===== src/rtl/adc_capture_buffer.sv =====
// adc_capture_buffer
// Triggered capture of ADC samples into a circular RAM. Samples are written
// continuously once armed. A level crossing (or a forced trigger) freezes a
// window of PRE_TRIG samples before the trigger sample, the trigger sample
// itself and DEPTH-PRE_TRIG-1 samples after it. The frozen window is then
// streamed out oldest-first, one sample per request, with one cycle of latency.
module adc_capture_buffer #(
    parameter int DATA_W   = 12,
    parameter int ADDR_W   = 8,
    parameter int PRE_TRIG = 64
) (
    input  logic              clk,
    input  logic              reset,
    input  logic [DATA_W-1:0] sample_i,
    input  logic              sample_valid_i,
    input  logic              arm_i,
    input  logic [DATA_W-1:0] trig_level_i,
    input  logic              trig_rising_i,
    input  logic              force_trig_i,
    input  logic              rd_req_i,
    output logic [DATA_W-1:0] rd_data_o,
    output logic              rd_valid_o,
    output logic              rd_last_o,
    output logic              busy_o,
    output logic              done_o
);

    localparam int DEPTH = 1 << ADDR_W;

    // Number of pre-trigger samples, as an address offset.
    localparam logic [ADDR_W-1:0] PRE_A     = ADDR_W'(PRE_TRIG);
    // Samples still to be written after the trigger sample.
    localparam logic [ADDR_W-1:0] POST_INIT = ADDR_W'(DEPTH - PRE_TRIG - 1);
    // Index of the final read of the window.
    localparam logic [ADDR_W-1:0] LAST_IDX  = ADDR_W'(DEPTH - 1);

    typedef enum logic [2:0] {
        S_IDLE,
        S_FILL,
        S_ARMED,
        S_POST,
        S_DONE
    } state_t;

    state_t              state_q,      state_d;
    logic [ADDR_W-1:0]   wr_ptr_q,     wr_ptr_d;
    logic [ADDR_W-1:0]   fill_cnt_q,   fill_cnt_d;
    logic                prev_vld_q,   prev_vld_d;
    logic                force_pend_q, force_pend_d;
    logic [ADDR_W-1:0]   trig_addr_q,  trig_addr_d;
    logic [ADDR_W-1:0]   post_cnt_q,   post_cnt_d;
    logic [ADDR_W-1:0]   rd_ptr_q,     rd_ptr_d;
    logic [ADDR_W-1:0]   rd_cnt_q,     rd_cnt_d;
    logic                rd_valid_q,   rd_valid_d;
    logic                rd_last_q,    rd_last_d;
    logic                busy_q,       busy_d;
    logic                done_q,       done_d;

    logic                wr_en;
    logic                rd_en;
    logic                trig_hit;

    // Sample storage and the previous-sample register are pure datapath;
    // their contents are only trusted when the matching control flag is set.
    logic [DATA_W-1:0]   mem [DEPTH];
    logic [DATA_W-1:0]   prev_smp_q;
    logic [DATA_W-1:0]   ram_dout_q;

    // Unsigned level-crossing test between the previous and current sample.
    function automatic logic level_cross(
        input logic [DATA_W-1:0] prev,
        input logic [DATA_W-1:0] cur,
        input logic [DATA_W-1:0] lvl,
        input logic              rising
    );
        if (rising) begin
            return (prev < lvl) && (cur >= lvl);
        end
        return (prev >= lvl) && (cur < lvl);
    endfunction

    // Control state register; everything here is cleared by reset.
    always_ff @(posedge clk or posedge reset) begin
        if (reset) begin
            state_q      <= S_IDLE;
            wr_ptr_q     <= '0;
            fill_cnt_q   <= '0;
            prev_vld_q   <= 1'b0;
            force_pend_q <= 1'b0;
            trig_addr_q  <= '0;
            post_cnt_q   <= '0;
            rd_ptr_q     <= '0;
            rd_cnt_q     <= '0;
            rd_valid_q   <= 1'b0;
            rd_last_q    <= 1'b0;
            busy_q       <= 1'b0;
            done_q       <= 1'b0;
        end else begin
            state_q      <= state_d;
            wr_ptr_q     <= wr_ptr_d;
            fill_cnt_q   <= fill_cnt_d;
            prev_vld_q   <= prev_vld_d;
            force_pend_q <= force_pend_d;
            trig_addr_q  <= trig_addr_d;
            post_cnt_q   <= post_cnt_d;
            rd_ptr_q     <= rd_ptr_d;
            rd_cnt_q     <= rd_cnt_d;
            rd_valid_q   <= rd_valid_d;
            rd_last_q    <= rd_last_d;
            busy_q       <= busy_d;
            done_q       <= done_d;
        end
    end

    // Next-state, pointer and counter logic for the capture/readout FSM.
    always_comb begin
        state_d      = state_q;
        wr_ptr_d     = wr_ptr_q;
        fill_cnt_d   = fill_cnt_q;
        prev_vld_d   = prev_vld_q;
        force_pend_d = force_pend_q;
        trig_addr_d  = trig_addr_q;
        post_cnt_d   = post_cnt_q;
        rd_ptr_d     = rd_ptr_q;
        rd_cnt_d     = rd_cnt_q;
        rd_valid_d   = 1'b0;
        rd_last_d    = 1'b0;
        wr_en        = 1'b0;
        rd_en        = 1'b0;
        trig_hit     = 1'b0;

        // Status outputs are a one-cycle-delayed decode of the state register.
        busy_d = (state_q == S_FILL) || (state_q == S_ARMED) || (state_q == S_POST);
        done_d = (state_q == S_DONE);

        case (state_q)
            S_IDLE: begin
                if (arm_i) begin
                    wr_ptr_d     = '0;
                    fill_cnt_d   = '0;
                    prev_vld_d   = 1'b0;
                    force_pend_d = 1'b0;
                    state_d      = (PRE_TRIG == 0) ? S_ARMED : S_FILL;
                end
            end

            S_FILL: begin
                if (force_trig_i) begin
                    force_pend_d = 1'b1;
                end
                if (sample_valid_i) begin
                    wr_en      = 1'b1;
                    wr_ptr_d   = wr_ptr_q + 1'b1;
                    prev_vld_d = 1'b1;
                    fill_cnt_d = fill_cnt_q + 1'b1;
                    if (fill_cnt_d == PRE_A) begin
                        state_d = S_ARMED;
                    end
                end
            end

            S_ARMED: begin
                if (force_trig_i) begin
                    force_pend_d = 1'b1;
                end
                if (sample_valid_i) begin
                    wr_en      = 1'b1;
                    wr_ptr_d   = wr_ptr_q + 1'b1;
                    prev_vld_d = 1'b1;
                    trig_hit   = force_pend_q || force_trig_i ||
                                 (prev_vld_q && level_cross(prev_smp_q, sample_i,
                                                            trig_level_i, trig_rising_i));
                    if (trig_hit) begin
                        force_pend_d = 1'b0;
                        trig_addr_d  = wr_ptr_q;
                        post_cnt_d   = POST_INIT;
                        if (POST_INIT == '0) begin
                            // The trigger sample completes the window.
                            state_d  = S_DONE;
                            rd_ptr_d = wr_ptr_q - PRE_A;
                            rd_cnt_d = '0;
                        end else begin
                            state_d  = S_POST;
                        end
                    end
                end
            end

            S_POST: begin
                if (sample_valid_i) begin
                    wr_en      = 1'b1;
                    wr_ptr_d   = wr_ptr_q + 1'b1;
                    post_cnt_d = post_cnt_q - 1'b1;
                    if (post_cnt_q == ADDR_W'(1)) begin
                        // Oldest sample of the window sits PRE_TRIG before the trigger.
                        state_d  = S_DONE;
                        rd_ptr_d = trig_addr_q - PRE_A;
                        rd_cnt_d = '0;
                    end
                end
            end

            S_DONE: begin
                if (rd_req_i) begin
                    rd_en      = 1'b1;
                    rd_valid_d = 1'b1;
                    rd_ptr_d   = rd_ptr_q + 1'b1;
                    rd_cnt_d   = rd_cnt_q + 1'b1;
                    if (rd_cnt_q == LAST_IDX) begin
                        // Final read issued: later requests fall into IDLE and are ignored.
                        rd_last_d = 1'b1;
                        state_d   = S_IDLE;
                    end
                end
            end

            default: begin
                state_d = S_IDLE;
            end
        endcase
    end

    // Sample RAM write/read ports and previous-sample capture (no reset needed).
    always_ff @(posedge clk) begin
        if (wr_en) begin
            mem[wr_ptr_q] <= sample_i;
            prev_smp_q    <= sample_i;
        end
        if (rd_en) begin
            ram_dout_q <= mem[rd_ptr_q];
        end
    end

    // Read data is presented only alongside its valid pulse, so it is zero
    // out of reset even though the RAM output register is not reset.
    assign rd_data_o  = rd_valid_q ? ram_dout_q : '0;
    assign rd_valid_o = rd_valid_q;
    assign rd_last_o  = rd_last_q;
    assign busy_o     = busy_q;
    assign done_o     = done_q;

endmodule


===== config.mk =====
export PLATFORM = sky130hd
export DESIGN_NAME = adc_capture_buffer
export DESIGN_NICKNAME = d
export VERILOG_FILES = /design/src/rtl/adc_capture_buffer.sv
export SDC_FILE = /design/constraint.sdc
export NUM_CORES = 2
export LEC_CHECK = 0
export CAP_MARGIN = 20
export CORE_MARGIN = 2
export CORE_UTILIZATION = 48
export DETAILED_ROUTE_END_ITERATION = 6
export GPL_TIMING_DRIVEN = 0
export PLACE_DENSITY_LB_ADDON = 0.05
export SETUP_SLACK_MARGIN = 0.3
export SYNTH_ARGS = -nofsm -noshare
export SYNTH_HDL_FRONTEND = slang
export SYNTH_SLANG_ARGS = --single-unit

===== constraint.sdc =====
create_clock -name clk -period 2.95 [get_ports clk]
set_clock_uncertainty 0.2 [all_clocks]
set_input_delay 0.4425 -clock clk [delete_from_list [all_inputs] [get_ports clk]]
set_output_delay 0.4425 -clock clk [all_outputs]
set_load 0.02 [all_outputs]

Figure 1. M4 wires.
(1 px per um)
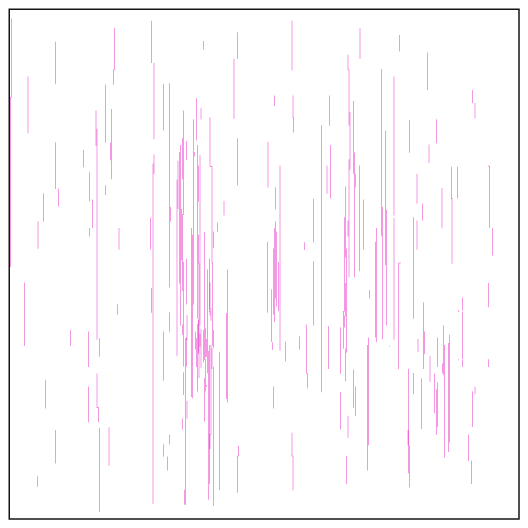
share of all routed wire = 3.5%
main direction = vertical
longest straight run = 340 um
nets with wire on the layer = 134
Via Count: 60,780
drt total wl: 360,200 um

Figure 2. Clock nets.
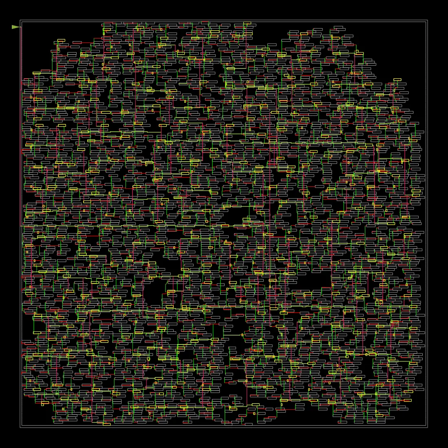
clk_buf instances: 432
clock buffer count from CTS: 339
P_clk: 39.6 mW
registers: 3,153

Figure 3. Metal layers overlaid.
(1 px per um) Only two layers are drawn.
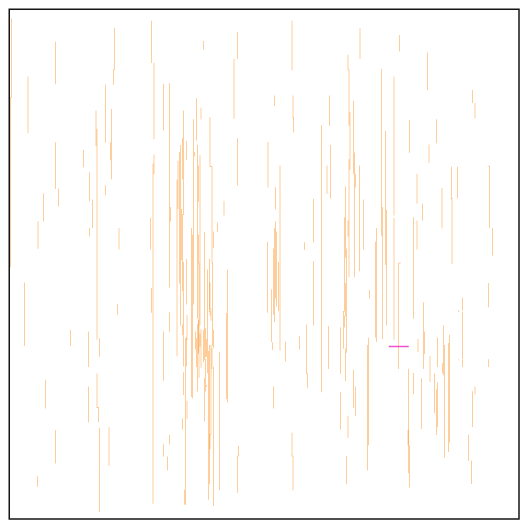
metal 5 -> magenta  # wire length 18.4 um
metal 4 -> orange  # wire length 12,600 um
Avg WL per Cell: 36.76 um
GRT Util Overall: 27.20%

==> out/results.ini <==
[sta]
setup_slack_ns=-0.8733
grt_setup_unrepaired=true
max_slew_margin_pct=21.26
worst_hold_slack_ns=-0.004010
setup-violations-final=33
fmax_mhz=261.6
finalHoldViolations=1

[pwr]
internal-power_mw=89.40
pwr-share-seq_pct=38.4
combPwrFrac_pct=31.2
p_sw_share_pct=31.47

[place]
place_inst=8928

[critical_path]
crit_path_end_kind=register
arrival_ns=4.30
crit_type=reg2reg
cp.depth=11
path_delay_family=multiplexers

[logic_synthesis]
topCellsByArea=edfxtp_1 76%, mux4_2 18%, dfrtp_1 1.2%
top_area_share_pct=76.19
most_common_cell=edfxtp_1

[floorplan]
taps=3366
dieArea_sq_um=258300
pin_count=47
die-height_um=508.2
fp_util_pct=48.14

[grt]
grt_use_met3_pct=4.390
grt-busiest-layer=met2

[clock_network]
clock-sinks=3153
clkLatencyLatePin_ns=0.95
cts_tree=yes
htree_levels=5

[layout]
sh_comb_area_pct=19.57

[drt]
dr.first_iter.drc_count=7879
final_antenna_net_count=0

[outcome]
violations=negative hold slack, negative setup slack
status=complete, but fails checks

Power and IR drop assume default switching activity.
